File: src/rtl/core_inst_buffer.sv
// core_inst_buffer: in-order instruction queue between core_ifetch and decode.
// Fetch delivers up to two words per cycle (shared PC and attached info). The
// words are compacted so that an F2 pair with only the high word valid still
// lands in a single entry. Decode sees the two oldest entries every cycle.
//
// Optional feature: define INST_BUFFER_BYPASS_EN to let an empty buffer forward
// the compacted fetch slots straight to decode in the same cycle. Without the
// macro there is no combinational input-to-output data path.
module core_inst_buffer #(
    parameter int DEPTH               = 8,
    parameter int ATTACHED_INFO_WIDTH = 32
) (
    input  logic                                clk,
    input  logic                                rst_n,
    input  logic                                flush_i,
    input  logic [1:0]                          valid_i,
    input  logic [1:0][31:0]                    inst_i,
    input  logic [31:0]                         pc_i,
    input  logic [ATTACHED_INFO_WIDTH-1:0]      attached_i,
    output logic                                full_o,
    output logic [1:0]                          valid_o,
    output logic [1:0][31:0]                    inst_o,
    output logic [1:0][31:0]                    pc_o,
    output logic [1:0][ATTACHED_INFO_WIDTH-1:0] attached_o,
    input  logic [1:0]                          ready_i
);

    localparam int PW = $clog2(DEPTH);
    localparam int CW = PW + 1;
    localparam int AW = ATTACHED_INFO_WIDTH;

    // Queue bookkeeping
    logic [PW-1:0] r_head;
    logic [PW-1:0] r_tail;
    logic [CW-1:0] r_count;

    // Entry storage; no reset, contents only meaningful between head and tail
    logic [31:0]   r_mem_inst [DEPTH];
    logic [31:0]   r_mem_pc   [DEPTH];
    logic [AW-1:0] r_mem_att  [DEPTH];

    // Compacted fetch slots: slot 0 is the oldest valid word of the pair
    logic [1:0][31:0] w_cmp_inst;
    logic [1:0][31:0] w_cmp_pc;
    logic [1:0]       w_in_n;

    // Read side
    logic [PW-1:0]    w_rd_idx1;
    logic [1:0]       w_vld;
    logic [1:0][31:0] w_rd_inst;
    logic [1:0][31:0] w_rd_pc;
    logic [1:0][AW-1:0] w_rd_att;
    logic             w_byp;

    // Pop / push control
    logic [1:0]       w_n_out;
    logic [1:0]       w_st_pop;
    logic             w_push_en;
    logic [1:0]       w_skip;
    logic [1:0]       w_n_wr;
    logic [1:0]       w_wr_en;
    logic [1:0]       w_wr_src;
    logic [PW-1:0]    w_wr_idx1;

    assign w_in_n = {1'b0, valid_i[0]} + {1'b0, valid_i[1]};

    // Compaction: when the low word is absent the high word moves to slot 0
    always_comb begin
        w_cmp_inst[0] = valid_i[0] ? inst_i[0] : inst_i[1];
        w_cmp_pc[0]   = {pc_i[31:3], ~valid_i[0], 2'b00};
        w_cmp_inst[1] = inst_i[1];
        w_cmp_pc[1]   = {pc_i[31:3], 3'b100};
    end

    // Occupancy-only full flag; never depends on ready_i
    assign full_o = (r_count > CW'(DEPTH - 2));

`ifdef INST_BUFFER_BYPASS_EN
    assign w_byp = (r_count == '0) && !flush_i;
`else
    assign w_byp = 1'b0;
`endif

    assign w_rd_idx1 = r_head + PW'(1);

    // Output selection: storage normally, compacted fetch slots when bypassing
    always_comb begin
        w_vld        = {(r_count >= CW'(2)), (r_count != '0)};
        w_rd_inst[0] = r_mem_inst[r_head];
        w_rd_inst[1] = r_mem_inst[w_rd_idx1];
        w_rd_pc[0]   = r_mem_pc[r_head];
        w_rd_pc[1]   = r_mem_pc[w_rd_idx1];
        w_rd_att[0]  = r_mem_att[r_head];
        w_rd_att[1]  = r_mem_att[w_rd_idx1];
        if (w_byp) begin
            w_vld        = {(w_in_n == 2'd2), (w_in_n != 2'd0)};
            w_rd_inst    = w_cmp_inst;
            w_rd_pc      = w_cmp_pc;
            w_rd_att[0]  = attached_i;
            w_rd_att[1]  = attached_i;
        end
        if (flush_i) begin
            w_vld = 2'b00;
        end
    end

    // Drive outputs; data of an invalid slot is held at zero
    always_comb begin
        valid_o = w_vld;
        for (int k = 0; k < 2; k++) begin
            inst_o[k]     = w_vld[k] ? w_rd_inst[k] : 32'd0;
            pc_o[k]       = w_vld[k] ? w_rd_pc[k]   : 32'd0;
            attached_o[k] = w_vld[k] ? w_rd_att[k]  : '0;
        end
    end

    // Slot 1 is only taken together with slot 0
    assign w_n_out = {1'b0, valid_o[0] & ready_i[0]}
                   + {1'b0, valid_o[1] & ready_i[0] & ready_i[1]};

    // Entries popped by a bypass were never stored, so head does not move
    assign w_st_pop  = w_byp ? 2'd0 : w_n_out;
    assign w_push_en = !full_o && !flush_i;
    assign w_skip    = w_byp ? w_n_out : 2'd0;

    // Decide how many compacted slots get stored and from which slot
    always_comb begin
        w_n_wr   = 2'd0;
        w_wr_en  = 2'b00;
        w_wr_src = 2'b10;
        if (w_push_en) begin
            w_n_wr = w_in_n - w_skip;
        end
        w_wr_en[0]  = (w_n_wr != 2'd0);
        w_wr_en[1]  = (w_n_wr == 2'd2);
        w_wr_src[0] = (w_skip != 2'd0);
        w_wr_src[1] = 1'b1;
    end

    assign w_wr_idx1 = r_tail + PW'(1);

    // Entry writes at tail and tail+1
    always_ff @(posedge clk) begin
        if (w_wr_en[0]) begin
            r_mem_inst[r_tail] <= w_cmp_inst[w_wr_src[0]];
            r_mem_pc[r_tail]   <= w_cmp_pc[w_wr_src[0]];
            r_mem_att[r_tail]  <= attached_i;
        end
        if (w_wr_en[1]) begin
            r_mem_inst[w_wr_idx1] <= w_cmp_inst[w_wr_src[1]];
            r_mem_pc[w_wr_idx1]   <= w_cmp_pc[w_wr_src[1]];
            r_mem_att[w_wr_idx1]  <= attached_i;
        end
    end

    // Pointer and occupancy update; flush outranks push and pop
    always_ff @(posedge clk) begin
        if (!rst_n) begin
            r_head  <= '0;
            r_tail  <= '0;
            r_count <= '0;
        end else if (flush_i) begin
            r_head  <= '0;
            r_tail  <= '0;
            r_count <= '0;
        end else begin
            r_head  <= r_head + PW'(w_st_pop);
            r_tail  <= r_tail + PW'(w_n_wr);
            r_count <= r_count + CW'(w_n_wr) - CW'(w_st_pop);
        end
    end

endmodule
File: config.mk
export PLATFORM = sky130hd
export DESIGN_NAME = core_inst_buffer
export DESIGN_NICKNAME = d
export VERILOG_FILES = /design/src/rtl/core_inst_buffer.sv
export SDC_FILE = /design/constraint.sdc
export NUM_CORES = 2
export LEC_CHECK = 0
export CAP_MARGIN = 20
export CORE_MARGIN = 1
export CORE_UTILIZATION = 59
export DETAILED_ROUTE_END_ITERATION = 10
export PLACE_DENSITY = 0.81
export SYNTH_ARGS = -nofsm -noshare
export SYNTH_HDL_FRONTEND = slang
export SYNTH_SLANG_ARGS = --single-unit
File: constraint.sdc
create_clock -name clk -period 9.27 [get_ports clk]
set_clock_uncertainty 0.05 [all_clocks]
set_input_delay 1.854 -clock clk [delete_from_list [all_inputs] [get_ports clk]]
set_output_delay 1.854 -clock clk [all_outputs]
set_load 0.01 [all_outputs]
**Zoomed window**

Window x 112 to 152, y 165 to 205 um. Cells in grey, sequential cells in the stronger grey; small squares are vias.
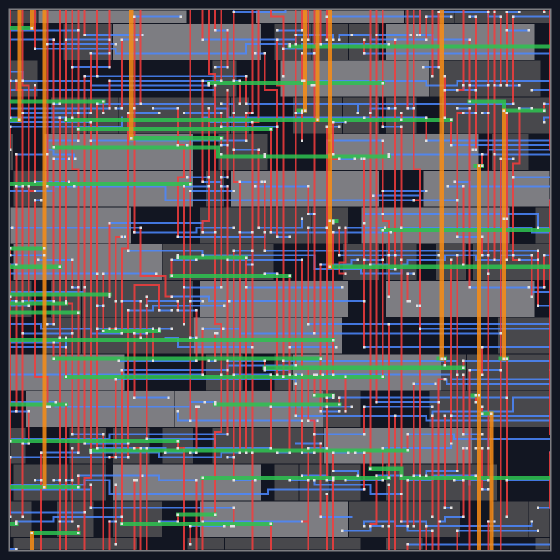
Key: metal 4 = orange; metal 2 = red; metal 1 = blue; metal 3 = green
Sequential cells in the window: 21. Most frequent: edfxtp_1 (21), nor3b_1 (12). Netlist names of flops here include r_mem_pc (21). 78 logic cells have their middle in the window.

**Sequential cells coloured by netlist name**

(2 px per um) Other sequential cells in the stronger grey, the rest of the logic in the fainter grey.
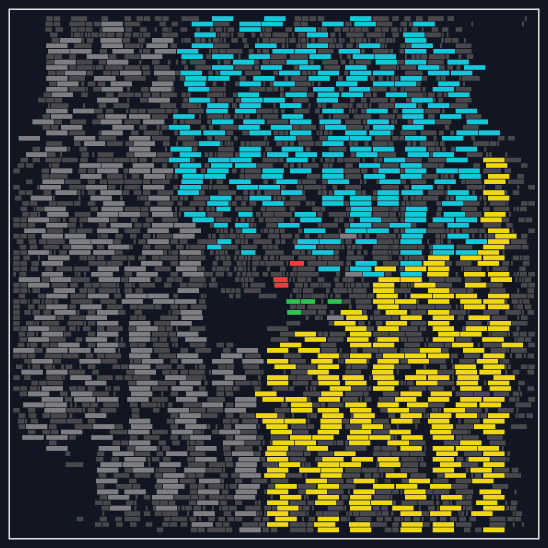
Key: r_count = green [placed flops 4, where centre]; r_mem_pc = cyan [placed flops 240]; r_mem_att = yellow [placed flops 256]; r_tail = red [placed flops 3]
Another 259 sequential cells are not coloured.
final core utilization: 69.9%
power of the sequential group: 0.00397 W
FF+latch area: 22700 um^2
Seq/total area: 48.2%

==> summary.txt <==
Quick summary of the implementation run below.

The flow ran to the end, and the final reports show no timing, DRC or antenna violations. The number of flip-flops and latches in the synthesized netlist is ~760. For this design the static power due to leakage is 14.5 nW. The root buffer cell chosen for the clock tree is clkbuf_16. The number of standard cells in the layout, taps in and fillers out is between 3k and 4k.

The initial utilization of the core area, before any placement, comes to about 60%. The wire length on met1 came out at between 40000 and 50000 um. The number of failing hold endpoints at the final stage came out at 0.

The required time at the worst-slack endpoint is ~7.4 ns. Buffers inserted to repair hold after CTS numbered 0. The total of cells resized after clock tree synthesis is 0.

Dividing total power by cell area gives a power density of 185 nW/um^2. The placed wire-length estimate is 60600 um. After layout, the inverter instance count without clock inverters stands at 19. The startpoint class of the critical path is an input pin. The time the final worst path needs with I/O delays and setup came out at 7.06 ns.

The final tally of setup violations came out at 0. The number of unique standard cell types used by synthesis came out at 46. In the Yosys report the total cell count is 2470. The number of enable-type register cells in the synthesized netlist is between 700 and 800. The placement stage leaves a total instance area of about 44000 um^2. around 1.5k cells are multi-input combinational gates. The overall fraction of global-route tracks in use is between 30% and 40%. Hold is met by 0.504 ns.

The commonest register cell is edfxtp_1. The last weighted congestion value of the routability-driven placer came out at ~0.8. The post-route clock period utilization is about 76%. The count of inserted tapcells came out at about 870. The tally of OpenROAD warnings came out at 33.

In this run the standard cell core region covers approximately 68000 um^2. The busiest layer in global routing is met2. For this run, global-route usage on met2 was measured as between 50 and 60%. In this run, placement finished with an instance count of about 3.5k. The largest net degree at the start of global routing came out at ~160.

The clock transition at the registers of the reported paths is around 0.06 ns. In the synthesized netlist, the cells that appear most often are edfxtp_1 (744), mux4_2 (376), mux2_2 (288), nand2_1 (193), nor2b_1 (118). The met3 track demand over resource in global routing came out at about 8.0%. The number of nets in the finished design came out at between 2k and 3k. In the finished design the tool counted flip-flops and latches totalling about 760. The initial antenna violation count is 25.

The pre-antenna-repair detailed-routing pass consisted of 6 iterations. The maximum operating frequency came out at approximately 140 MHz. The area growth from synthesis to layout is 16.4%.

By area, registers come first. The per-cell via count in the routed design came out at approximately 7. The clock latency of the later-clocked register in the worst-skew pair came out at about 0.63 ns.

The multi-input combinational cells in the finished layout cover a total of 16900 um^2. The number of remaining DRC errors came out at 0. The final worst slack came out at roughly 2.2 ns.

The chip area line of the yosys report came out at approximately 41000 um^2. The clock tree from TritonCTS is done. The top-level I/O count is 330. The final instance area came out at 47200 um^2. The first-pass GRT wire length came out at 166000 um. The final setup TNS is 0 ns. The biggest area consumer among synthesized cells is edfxtp_1. The report lists the number of standard-cell rows as between 90 and 100.

For reference, the top cells by area after synthesis are edfxtp_1 (55%), mux4_2 (21%), mux2_2 (8.0%). Setup repair after global routing left no endpoint under its margin. Multi-input gates account for around 36% of the area. The met3 layer wire length in the routed design came out at 12100 um. The CTS sink count came out at 762. Cells with a size suffix above 1 make up a little under a third of the layout. The die footprint is around 70000 um^2. The max-cap check violation count is 0.
cells in the final DEF (no fill, tap or decap), drive strengths merged, types with 5 or more instances in the layout:
cell type        n
a21oi          103
and2             5
and3             5
buf             64
bufinv           6
clkbuf         104
clkdlybuf4s50  321
clkinv          30
dfxtp           18
diode           13
edfxtp         744
ha              12
inv             21
mux2           288
mux2i           94
mux4           376
nand2          201
nor2           108
nor2b          118
nor3             7
nor3b          117
o21ai            6
logic make-up after synthesis:
logic type | Yosys count | synth area share (%)
flops | 762 | 56.0
mux | 758 | 31.2
simple gates | 570 | 7.40
buf+inv | 227 | 2.82
compound gates | 129 | 1.79
fa+ha+maj | 16 | 0.568
xor+xnor | 7 | 0.151
other cells | 1 | 0.00926
state kept, by name (all words and copies together) (netlist names):
| name | count |
|---|---|
| r_mem_att | 256 |
| r_mem_pc | 240 |
| r_mem_inst | 256 |
| r_count | 4 |
| r_head | 3 |
| r_tail | 3 |
path summary, 6_finish.rpt:
kind                               start                          end  slack [ns]  cells past startpoint
min          r_mem_pc[5][0]$_SDFFE_PP1P_  r_mem_pc[5][0]$_SDFFE_PP1P_        0.50                      2
max                              flush_i                   inst_o[32]        2.21                      5
min reg2reg  r_mem_pc[5][0]$_SDFFE_PP1P_  r_mem_pc[5][0]$_SDFFE_PP1P_        0.50                      2
max reg2reg         r_tail[2]$_SDFF_PP0_   r_mem_att[4][23]$_DFFE_PP_        4.88                      6
report_power, final:
part           internal (W)  total (W)  switching, W  leakage [nW]
Clock               0.00180    0.00313       0.00132          1.22
Combinational      0.000792    0.00162      0.000829          6.40
Sequential          0.00390    0.00397     0.0000645          6.84
critical path: stages:
cell and delay [ns]:
clkdlybuf4s50_1 0.81, a21o_4 0.67, buf_4 0.91, a21oi_1 0.28, clkdlybuf4s50_1 0.58
No activity file was given, so power comes from the tool's default toggle rates.
